==> src/rtl/servocount_multi_if.sv <==
// Scan/measurement bus of servocount_multi: servo inputs, scan control and status.
// The host side drives the master modport; the counter block uses slave.
interface servocount_multi_if #(
    parameter int NCH = 4
) ();
    logic [NCH-1:0] in_i;
    logic           scan_en_i;
    logic           scan_in_i;
    logic           scan_out_o;
    logic           all_done_o;

    modport master (
        output in_i,
        output scan_en_i,
        output scan_in_i,
        input  scan_out_o,
        input  all_done_o
    );

    modport slave (
        input  in_i,
        input  scan_en_i,
        input  scan_in_i,
        output scan_out_o,
        output all_done_o
    );
endinterface

==> src/rtl/servocount_multi.sv <==
// Multi-channel servo pulse-width counter with a daisy-chained scan readout/clear path.
// Optional majority glitch filter on each input: define SERVOCOUNT_GLITCH_FILTER_EN.
module servocount_multi #(
    parameter int NCH      = 4,
    parameter int WIDTH    = 12,
    parameter int PRESCALE = 1
) (
    input  logic                clk,
    input  logic                rst,
    servocount_multi_if.slave   bus
);

    typedef enum logic [1:0] {
        WAIT     = 2'b00,
        RUNNING  = 2'b01,
        DONE     = 2'b10,
        OVERFLOW = 2'b11
    } state_e;

    localparam int PW = (PRESCALE > 1) ? $clog2(PRESCALE) : 1;
`ifdef SERVOCOUNT_GLITCH_FILTER_EN
    localparam int SYNC = 3;
`else
    localparam int SYNC = 2;
`endif

    logic [SYNC-1:0]  sync_q  [NCH];
    logic [PW-1:0]    presc_q, presc_d;
    logic             tick;
    state_e           state_q [NCH];
    state_e           state_d [NCH];
    logic [WIDTH-1:0] count_q [NCH];
    logic [WIDTH-1:0] count_d [NCH];
    logic [NCH-1:0]   rise, fall, chainIn, doneBits;

`ifdef SERVOCOUNT_GLITCH_FILTER_EN
    logic [NCH-1:0]   filt;
    logic [NCH-1:0]   filtPrev_q;

    // Edges are taken on the majority-voted level, so a lone odd sample never toggles it.
    always_comb begin
        filt = '0;
        rise = '0;
        fall = '0;
        for (int i = 0; i < NCH; i++) begin
            filt[i] = (sync_q[i][0] & sync_q[i][1]) |
                      (sync_q[i][0] & sync_q[i][2]) |
                      (sync_q[i][1] & sync_q[i][2]);
            rise[i] = filt[i] & ~filtPrev_q[i];
            fall[i] = ~filt[i] & filtPrev_q[i];
        end
    end
`else
    always_comb begin
        rise = '0;
        fall = '0;
        for (int i = 0; i < NCH; i++) begin
            rise[i] = sync_q[i][0] & ~sync_q[i][1];
            fall[i] = ~sync_q[i][0] & sync_q[i][1];
        end
    end
`endif

    always_comb begin
        tick    = (presc_q == PW'(PRESCALE - 1));
        presc_d = tick ? '0 : presc_q + PW'(1);
    end

    // Each channel's chain input is the state MSB of the channel below it.
    always_comb begin
        chainIn    = '0;
        doneBits   = '0;
        chainIn[0] = bus.scan_in_i;
        for (int i = 1; i < NCH; i++) begin
            chainIn[i] = state_q[i-1][1];
        end
        for (int i = 0; i < NCH; i++) begin
            doneBits[i] = state_q[i][1];
        end
    end

    always_comb begin
        for (int i = 0; i < NCH; i++) begin
            state_d[i] = state_q[i];
            count_d[i] = count_q[i];
            if (bus.scan_en_i) begin
                count_d[i] = {count_q[i][WIDTH-2:0], chainIn[i]};
                state_d[i] = state_e'({state_q[i][0], count_q[i][WIDTH-1]});
            end else begin
                case (state_q[i])
                    WAIT: begin
                        if (rise[i]) begin
                            state_d[i] = RUNNING;
                        end
                    end
                    RUNNING: begin
                        if (tick) begin
                            count_d[i] = count_q[i] + WIDTH'(1);
                        end
                        if (fall[i]) begin
                            state_d[i] = DONE;
                        end else if (tick && (&count_q[i])) begin
                            state_d[i] = OVERFLOW;
                        end
                    end
                    DONE, OVERFLOW: begin
                    end
                    default: begin
                        state_d[i] = WAIT;
                    end
                endcase
            end
        end
    end

    always_ff @(posedge clk) begin
        if (rst) begin
            presc_q <= '0;
            for (int i = 0; i < NCH; i++) begin
                sync_q[i]  <= '0;
                state_q[i] <= WAIT;
                count_q[i] <= '0;
            end
`ifdef SERVOCOUNT_GLITCH_FILTER_EN
            filtPrev_q <= '0;
`endif
        end else begin
            presc_q <= presc_d;
            for (int i = 0; i < NCH; i++) begin
                sync_q[i]  <= {sync_q[i][SYNC-2:0], bus.in_i[i]};
                state_q[i] <= state_d[i];
                count_q[i] <= count_d[i];
            end
`ifdef SERVOCOUNT_GLITCH_FILTER_EN
            filtPrev_q <= filt;
`endif
        end
    end

    assign bus.scan_out_o = state_q[NCH-1][1];
    assign bus.all_done_o = &doneBits;

endmodule

==> src/flat_wrapper.sv <==
// flat-port wrapper written by rule: the top's interface ports become plain ports
module servocount_multi_flat 
#(
    parameter int NCH      = 4,
    parameter int WIDTH    = 12,
    parameter int PRESCALE = 1
)
  (clk, rst, bus_in_i, bus_scan_en_i, bus_scan_in_i, bus_scan_out_o, bus_all_done_o);
  servocount_multi_if #(.NCH(NCH)) bus_i ();
  input  logic clk;
  input  logic rst;
  input wire logic [$bits(bus_i.in_i)-1:0] bus_in_i;
  input wire logic [$bits(bus_i.scan_en_i)-1:0] bus_scan_en_i;
  input wire logic [$bits(bus_i.scan_in_i)-1:0] bus_scan_in_i;
  output wire logic [$bits(bus_i.scan_out_o)-1:0] bus_scan_out_o;
  output wire logic [$bits(bus_i.all_done_o)-1:0] bus_all_done_o;
  assign bus_i.in_i = bus_in_i;
  assign bus_i.scan_en_i = bus_scan_en_i;
  assign bus_i.scan_in_i = bus_scan_in_i;
  assign bus_scan_out_o = bus_i.scan_out_o;
  assign bus_all_done_o = bus_i.all_done_o;
  servocount_multi #(.NCH(NCH), .WIDTH(WIDTH), .PRESCALE(PRESCALE)) u_core (.clk(clk), .rst(rst), .bus(bus_i));
endmodule
==> config.mk <==
export PLATFORM = sky130hd
export DESIGN_NAME = servocount_multi_flat
export DESIGN_NICKNAME = d
export VERILOG_FILES = /design/src/rtl/servocount_multi_if.sv /design/src/rtl/servocount_multi.sv /design/src/flat_wrapper.sv
export SDC_FILE = /design/constraint.sdc
export NUM_CORES = 1
export LEC_CHECK = 0
export CAP_MARGIN = 20
export CORE_ASPECT_RATIO = 0.5
export CORE_MARGIN = 2
export CORE_UTILIZATION = 55
export CTS_CLUSTER_SIZE = 20
export DETAILED_ROUTE_END_ITERATION = 8
export GPL_ROUTABILITY_DRIVEN = 0
export GPL_TIMING_DRIVEN = 1
export PLACE_DENSITY = 0.8
export SETUP_SLACK_MARGIN = 0.05
export SLEW_MARGIN = 20
export SYNTH_ARGS = -nofsm -noshare
export SYNTH_HDL_FRONTEND = slang
export SYNTH_SLANG_ARGS = --single-unit
==> constraint.sdc <==
create_clock -name clk -period 3.98 [get_ports clk]
set_input_delay 0.796 -clock clk [delete_from_list [all_inputs] [get_ports clk]]
set_output_delay 0.796 -clock clk [all_outputs]
set_load 0.005 [all_outputs]
Run 1, clock distribution:
Scale bar: 20 um.
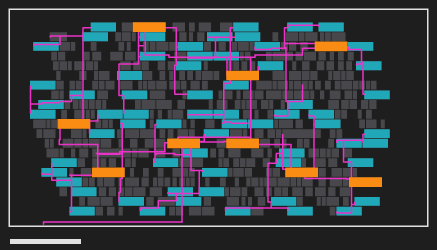
[clock drivers] orange | count: 9
[clock wires] magenta | length: 858 um
[flip-flops] cyan | count: 65
flops lie	spread over the die
Clk network pwr share: 52.7%
clk latency late pin: 0.33 ns
Setup Skew: 0.00666 ns

Run 1, wiring heat map:
23 x 12 tiles, from dark blue (low) to red (high), scaled to the fullest tile. Values are wire area over tile area, all layers added.
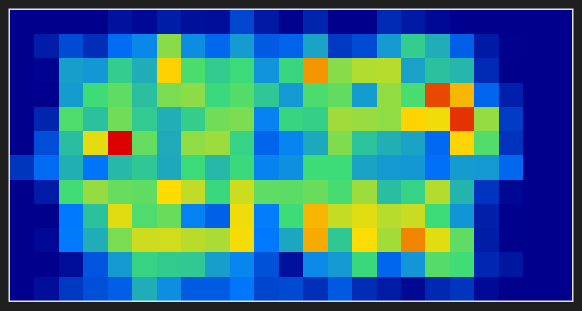
fullest tile	0.51
mean over tiles	0.16
nearly empty tiles	21%
GRT Total Usage: 23.1%
WL final: 7.26 mm

Run 1, sequential cells coloured by netlist name:
Scale bar: 20 um. Other sequential cells in the stronger grey, the rest of the logic in the fainter grey.
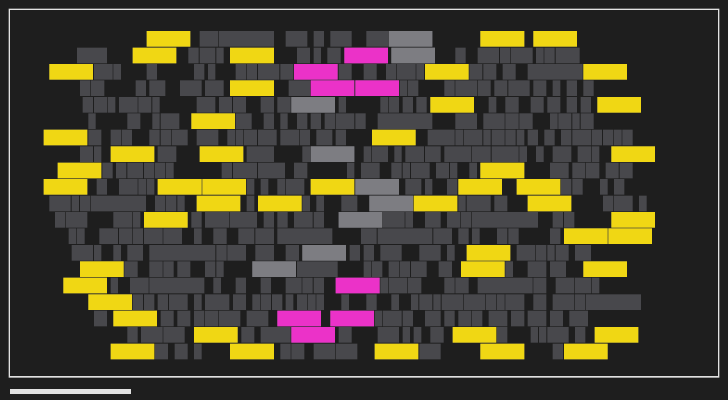
netlist name	colour	placed flops
`u_core.sync_q`	magenta	8
`u_core.count_q`	yellow	48
not coloured	9
seq pwr: 693 uW
Reg area: 1300 um^2
Util after Layout: 64.1%

==> deck_impl_summary.md, run 1 <==
Key Metrics from the Run

Final layout
  – Most common logic cell in the routed design: dfxtp_1
  – Top Layout Cells: dfxtp_1, nand2_1, a21oi_1
  – Synthesis-to-layout area growth: 11.7%
  – Final design area excluding fillers: 3930 um^2
  – Top flop regs: u_core.count_q: 48 flops, u_core.state_q: 8 flops, u_core.sync_q: 8 flops
  – Max reg flops: 48
  – Most flops, register: u_core.count_q
  – Final non-filler cell total: 520
  – Fin nets: 439
  – Fraction of layout cells with a size suffix above 1: 7.87%
  – Ant diodes: 0

Synth
  – Top cells by count: dfxtp_1, nand2_1, a21oi_1
  – Nets at Floorplan: 444
  – XOR/XNOR share of the synthesized area: 2.74%
  – Post-synth EDFFs: 0
  – Basic Gates by Area: 28.1%
  – Synth Flop Type: dfxtp_1
  – Post-synth ARST share: 0%
  – Yosys stat area: 3520 um^2
  – Mux share of post-synthesis cell area: 6.44%
  – Synth top area share: 37.0%
  – Distinct cells, synth: 57
  – Ys Warns: 0
  – Yosys Instances: 432
  – Cell area leaders: dfxtp_1, a21oi_1, nand2_1
  – Biggest area consumer among synthesized cells: dfxtp_1
  – Flops after synth: 65
  – Fa+ha+maj area frac: 1.42%
  – Mapped Area: 3520 um^2
  – Post-Syn Area per Cell: 8.14 um^2
  – Syn Inst Count: 432
  – Top-count cell post-synth: dfxtp_1
  – AND-OR/OR-AND share of the synthesized area: 18.3%
  – Sequential element share of the synthesized area: 37.0%
  – Main logic family after synthesis: simple AND/OR/NAND/NOR gates

Routing
  – Metal-1 WL: 3.53 mm
  – Iter 0 DRT Violations: 212
  – DR WL met3: 337 um
  – Max Used Layer: met4
  – Met2 routed WL: 3.34 mm
  – Residual DRC: 0
  – WL per Instance: 14.0 um
  – Vias per inst: 6.01
  – Antenna Nets Post-Route: 0
  – Via Count: 3,125
  – Router iterations before antenna repair: 5

Worst setup path
  – Crit path DAT: 2.65 ns
  – Buf/Inv on CP: 0
  – Crit path launch type: flip-flop
  – Critical Path Sink Type: flip-flop
  – Origin of the critical flop-to-flop path: u_core.presc_q
  – Crit path capture: u_core.count_q[3][11]
  – Worst path slowest cell: nor4bb_1
  – Largest stage delay, worst path: 0.89 ns
  – Worst-path cell chain: nor4bb_1, nand2_1, or4_1, a31oi_1
  – CP delay by family, top: simple AND/OR/NAND/NOR gates
  – CP max FO: 13
  – WS Path Type: flip-flop to flip-flop
  – Worst Setup SP: u_core.presc_q
  – R2R Path End: u_core.count_q[3][11]
  – CP required: 4.24 ns
  – Crit path depth: 4
  – Worst r2r path cells: 4
  – Reg2Reg Setup Slack: 1.59 ns

Flow run
  – Max Cap Viol: 0
  – Tool Warnings: 26

Global routing
  – Gr busiest metal: met2
  – First-pass GRT wire length: 12.7 mm
  – Largest net degree at the start of global routing: 66
  – GRT overflow: 0
  – GRT met3 Usage: 7.89%
  – M2 GR Usage: 36.9%
  – Initial antenna violation count: 0
  – Global routing usage on met1: 30.2%
  – Vias in the first global route: 2,787

Placed design
  – HPWL after DPL: 4.57 mm
  – I/O Buffers: 9
  – Cell area after placement: 3600 um^2
  – Placed cells: 504
  – DP Worst Slack: 1.63 ns

Power
  – Max VDD drop: 0.000246 V
  – Leakage: 1.33 nW
  – Pwr Density: 418 nW/um^2
  – Final Power: 1.64 mW

Floorplanning
  – Die Height: 60.5 um
  – Core box area: 6130 um^2
  – Die boundary width: 117 um
  – Chip area: 7090 um^2
  – Row count: 20
  – Ports: 10
  – Fp util: 57.4%

CTS
  – Clock buffer depth: 2
  – CTS Buf Count: 9
  – H-tree Lvls: 3
  – Post-CTS setup buffers: 0
  – CTS resizes: 0
  – CTS tree: done
  – Sink Count: 65
  – CTS Hold Bufs: 0
  – Root buf cell: clkbuf_16
  – Reg clk slew, reported paths: 0.05 ns

STA
  – Pins Over Slew Limit: 0
  – Final Cycle Share: 60.0%
  – Slew headroom: 33.4%
  – Min Hold Slack: 0.475 ns
  – Hold Vio Cnt, Final: 0
  – Max Fclk: 0.419 GHz
  – RSZ-0062 raised after global routing: no
  – PnR worst setup slack: 1.59 ns
  – Tmin final: 2.39 ns
  – Worst-Margin Slew: 0.986 ns
  – Sum Neg Setup Slack: 0 ns
  – Setup violators final: 0

Hold path
  – Worst Hold End: u_core.sync_q[0][1]
  – Hold Path Stages: 2
  – Hold Path Class: flip-flop to flip-flop
  – Hold path start: u_core.sync_q[0][0]

Outcome
  – Status: finished, final reports clean
[run 1: layout make-up]
cell class	count	area, um^2
Timing Repair Buffer	13	110
Fill cell	525	2200
Inverter	18	67.6
Clock buffer	11	253
Multi-Input combinational cell	320	2010
Clock inverter	5	77.6
Tap cell	88	110
Sequential cell	65	1300
[run 1: cell families (layout without fill, tap and decap cells)]
family,after synthesis,count (layout)
flops,65,65
compound gates,107,107
fa+ha+maj,4,4
buf+inv,47,47
simple gates,175,175
other cells,1,1
mux,22,22
xor+xnor,11,11
[run 1: power by group]
group	leakage [nW]	internal, mW	total, mW	switching (mW)
combinational	0.636	0.0348	0.0843	0.0495
clock	0.162	0.580	0.866	0.286
sequential	0.529	0.670	0.693	0.0232
--- run 2 (diff from run 1) ---
Clock period 3.98 ns to 2.3 ns, I/O delays scaled along.
Run 2, sequential cells coloured by netlist name:
Scale bar: 20 um. Other sequential cells in the stronger grey, the rest of the logic in the fainter grey.
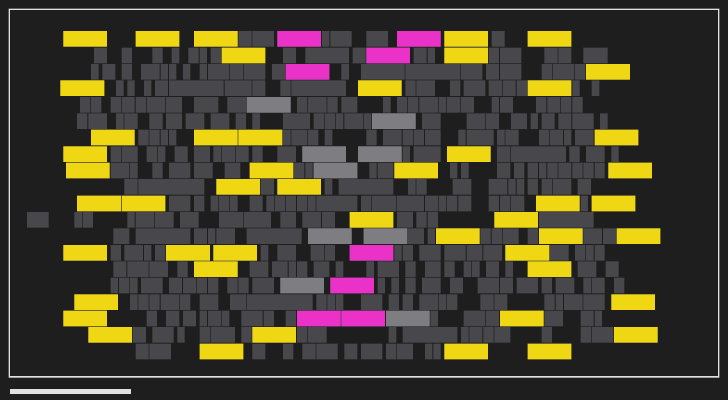
netlist name	colour	placed flops
`u_core.count_q`	yellow	48
`u_core.sync_q`	magenta	8
not coloured	9
flop share of the area: 32.8%
Util after Layout: 64.7%
seq pwr: 1.20 mW

Run 2, cells by drive strength:
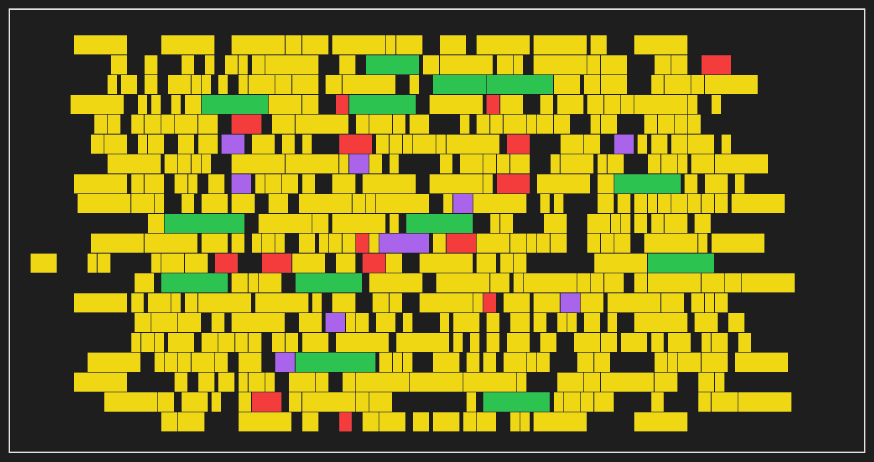
size	colour	cells	share	most used
_0 and _1 cells	yellow	399	92%	dfxtp_1
_2 cells	red	15	3.4%	mux2_2
_3 and _4 cells	purple	9	2.1%	buf_4
_6 and larger	green	13	3.0%	clkbuf_16
final design area excluding fillers: 3960 um^2
synthesis-to-layout area growth: 12.7%

==> run 2 against run 1 <==
Routed wire length is 3.9% higher. First-iteration DRC count down 4.2%. Flip-flop count stayed put. Highest routed layer unchanged. Synthesized cell count unchanged. Synthesized area did not move. Largest power group unchanged. Power grew 70%.
==> deck_impl_summary.md, run 2 <==
Key Metrics from the Run

Final layout
  – Top flop regs: u_core.count_q: 48 flops, u_core.state_q: 8 flops, u_core.sync_q: 8 flops (unchanged)
  – Top Layout Cells: dfxtp_1, nand2_1, a21oi_1 (unchanged)
  – Max reg flops: 48 (unchanged)
  – Fraction of layout cells with a size suffix above 1: 8.49% (was 7.87%)
  – Most common logic cell in the routed design: dfxtp_1 (unchanged)
  – Ant diodes: 0 (unchanged)
  – Most flops, register: u_core.count_q (unchanged)
  – Final non-filler cell total: 524 (was 520)
  – Fin nets: 443 (was 439)

Global routing
  – Initial antenna violation count: 0 (unchanged)
  – GRT Total Usage: 23.0% (was 23.1%)
  – Vias in the first global route: 2,713 (was 2,787)
  – GRT overflow: 0 (unchanged)
  – First-pass GRT wire length: 12.7 mm (about the same)
  – Largest net degree at the start of global routing: 49 (was 66)

Synth
  – Mapped Area: 3520 um^2 (unchanged)
  – Top cells by count: dfxtp_1, nand2_1, a21oi_1 (unchanged)
  – Sequential element share of the synthesized area: 37.0% (unchanged)
  – Yosys stat area: 3520 um^2 (unchanged)
  – Post-synth ARST share: 0% (unchanged)
  – Post-Syn Area per Cell: 8.14 um^2 (unchanged)
  – Synth Flop Type: dfxtp_1 (unchanged)
  – Mux share of post-synthesis cell area: 6.44% (unchanged)
  – Basic Gates by Area: 28.1% (unchanged)
  – Ys Warns: 0 (unchanged)
  – Top-count cell post-synth: dfxtp_1 (unchanged)
  – Synth top area share: 37.0% (unchanged)
  – Yosys Instances: 432 (unchanged)
  – Flops after synth: 65 (unchanged)
  – Main logic family after synthesis: simple AND/OR/NAND/NOR gates (unchanged)
  – Cell area leaders: dfxtp_1, a21oi_1, nand2_1 (unchanged)
  – Syn Inst Count: 432 (unchanged)
  – XOR/XNOR share of the synthesized area: 2.74% (unchanged)
  – Biggest area consumer among synthesized cells: dfxtp_1 (unchanged)
  – Nets at Floorplan: 444 (unchanged)
  – Post-synth EDFFs: 0 (unchanged)
  – Distinct cells, synth: 57 (unchanged)
  – AND-OR/OR-AND share of the synthesized area: 18.3% (unchanged)
  – Fa+ha+maj area frac: 1.42% (unchanged)

Routing
  – WL per Instance: 14.4 um (was 14.0 um)
  – Iter 0 DRT Violations: 203 (was 212)
  – Via Count: 3,114 (was 3,125)
  – Residual DRC: 0 (unchanged)
  – Vias per inst: 5.94 (was 6.01)
  – WL final: 7.54 mm (was 7.26 mm)
  – Antenna Nets Post-Route: 0 (unchanged)
  – Router iterations before antenna repair: 4 (was 5)

Floorplanning
  – Chip area: 7090 um^2 (unchanged)
  – Die Height: 60.5 um (unchanged)
  – Core box area: 6130 um^2 (unchanged)
  – Die boundary width: 117 um (unchanged)
  – Ports: 10 (unchanged)
  – Row count: 20 (unchanged)
  – Fp util: 57.4% (unchanged)

Outcome
  – Status: finished, final reports clean (unchanged)

Worst setup path
  – Crit path depth: 2 (was 4)
  – WS Path Type: flip-flop to primary output (was flip-flop to flip-flop)
  – CP required: 1.84 ns (was 4.24 ns)
  – Worst r2r path cells: 4 (unchanged)
  – Crit path DAT: 1.54 ns (was 2.65 ns)
  – Buf/Inv on CP: 1 (was 0)
  – Critical Path Sink Type: primary output (was flip-flop)
  – CP delay by family, top: buffers and inverters (was simple AND/OR/NAND/NOR gates)
  – CP max FO: 8 (was 13)
  – Worst-path cell chain: and4_1, clkdlybuf4s50_1 (was nor4bb_1, nand2_1, or4_1, a31oi_1)
  – Worst Setup SP: u_core.state_q[3][1] (was u_core.presc_q)
  – Worst path slowest cell: clkdlybuf4s50_1 (was nor4bb_1)
  – Largest stage delay, worst path: 0.49 ns (was 0.89 ns)
  – R2R Path End: u_core.count_q[1][9] (was u_core.count_q[3][11])
  – Reg2Reg Setup Slack: 0.41 ns (was 1.59 ns)
  – Crit path capture: bus_all_done_o (was u_core.count_q[3][11])
  – Origin of the critical flop-to-flop path: u_core.presc_q (unchanged)
  – Crit path launch type: flip-flop (unchanged)

STA
  – Final Cycle Share: 86.9%
  – Hold Vio Cnt, Final: 0 (unchanged)
  – Setup Skew: 0.00475 ns (was 0.00666 ns)
  – Max Fclk: 0.501 GHz
  – PnR worst setup slack: 0.302 ns (was 1.59 ns)
  – Slew headroom: 63.6% (was 33.4%)
  – Worst-Margin Slew: 0.545 ns (was 0.986 ns)
  – Min Hold Slack: 0.479 ns (was 0.475 ns)
  – Pins Over Slew Limit: 0 (unchanged)
  – Tmin final: 2.00 ns
  – RSZ-0062 raised after global routing: no (unchanged)
  – Sum Neg Setup Slack: 0 ns (unchanged)
  – Setup violators final: 0 (unchanged)

Power
  – P_sw: 618 uW (was 359 uW)
  – Pint: 2.17 mW (was 1.28 mW)
  – Max VDD drop: 0.000368 V (was 0.000246 V)
  – Power Clock: 1.43 mW (was 866 uW)
  – Clk network pwr share: 51.4% (was 52.7%)
  – Logic power comb: 155 uW (was 84.3 uW)
  – Pwr Density: 703 nW/um^2 (was 418 nW/um^2)
  – Logic pwr share: 5.6% (was 5.1%)
  – Sequential share of power: 43.1% (was 42.2%)
  – Leakage: 1.35 nW (was 1.33 nW)
  – Switching share of total power: 22.2% (was 21.8%)
  – Final Power: 2.78 mW (was 1.64 mW)
  – Pwr top: the clock network (unchanged)

CTS
  – Post-CTS setup buffers: 0 (unchanged)
  – Clock buffer depth: 2 (unchanged)
  – CTS Hold Bufs: 0 (unchanged)
  – Clk latency late pin: 0.33 ns (about the same)
  – H-tree Lvls: 3 (unchanged)
  – CTS Buf Count: 9 (unchanged)
  – CTS tree: done (unchanged)
  – Reg clk slew, reported paths: 0.05 ns (about the same)
  – CTS resizes: 0 (unchanged)
  – Sink Count: 65 (unchanged)
  – Root buf cell: clkbuf_16 (unchanged)

Placed design
  – HPWL after DPL: 4.68 mm (was 4.57 mm)
  – Placed cells: 508 (was 504)
  – DP Worst Slack: 0.438 ns (was 1.63 ns)
  – I/O Buffers: 9 (unchanged)
  – Cell area after placement: 3650 um^2 (was 3600 um^2)

Hold path
  – Hold Path Class: flip-flop to flip-flop (unchanged)
  – Worst Hold End: u_core.count_q[0][10] (was u_core.sync_q[0][1])
  – Hold Path Stages: 2 (unchanged)
  – Hold path start: u_core.count_q[0][9] (was u_core.sync_q[0][0])

Flow run
  – Max Cap Viol: 0 (unchanged)
  – Tool Warnings: 26 (unchanged)
==> run 2: cell types whose count changed in the layout (fill, tap and decap cells not counted) <==
cell	change
buf_12	+2
buf_4	+2
clkbuf_1	+1
clkbuf_8	-2
clkinv_2	+1
==> run 2: routing by layer <==
| metal | vias to the layer above | GRT usage [%] | part of all wire, % |
|---|---|---|---|
| met5 | - | 0 | 0 |
| met2 | 65 | 37.6 | 46 |
| met1 | 1471 | 30.4 | 48 |
| met4 | 0 | 8.40 | 1.4 |
| li1 | 1565 | - | - |
| met3 | 13 | 5.39 | 4.3 |
==> run 2: final cells by class <==
type	instances	area, um^2
Sequential cell	65	1300
Clock buffer	10	229
Timing Repair Buffer	17	165
Clock inverter	6	82.6
Multi-Input combinational cell	320	2010
Inverter	18	67.6
Fill cell	500	2170
Tap cell	88	110
Power figures rest on the tool's default switching activity, not on a simulated workload.
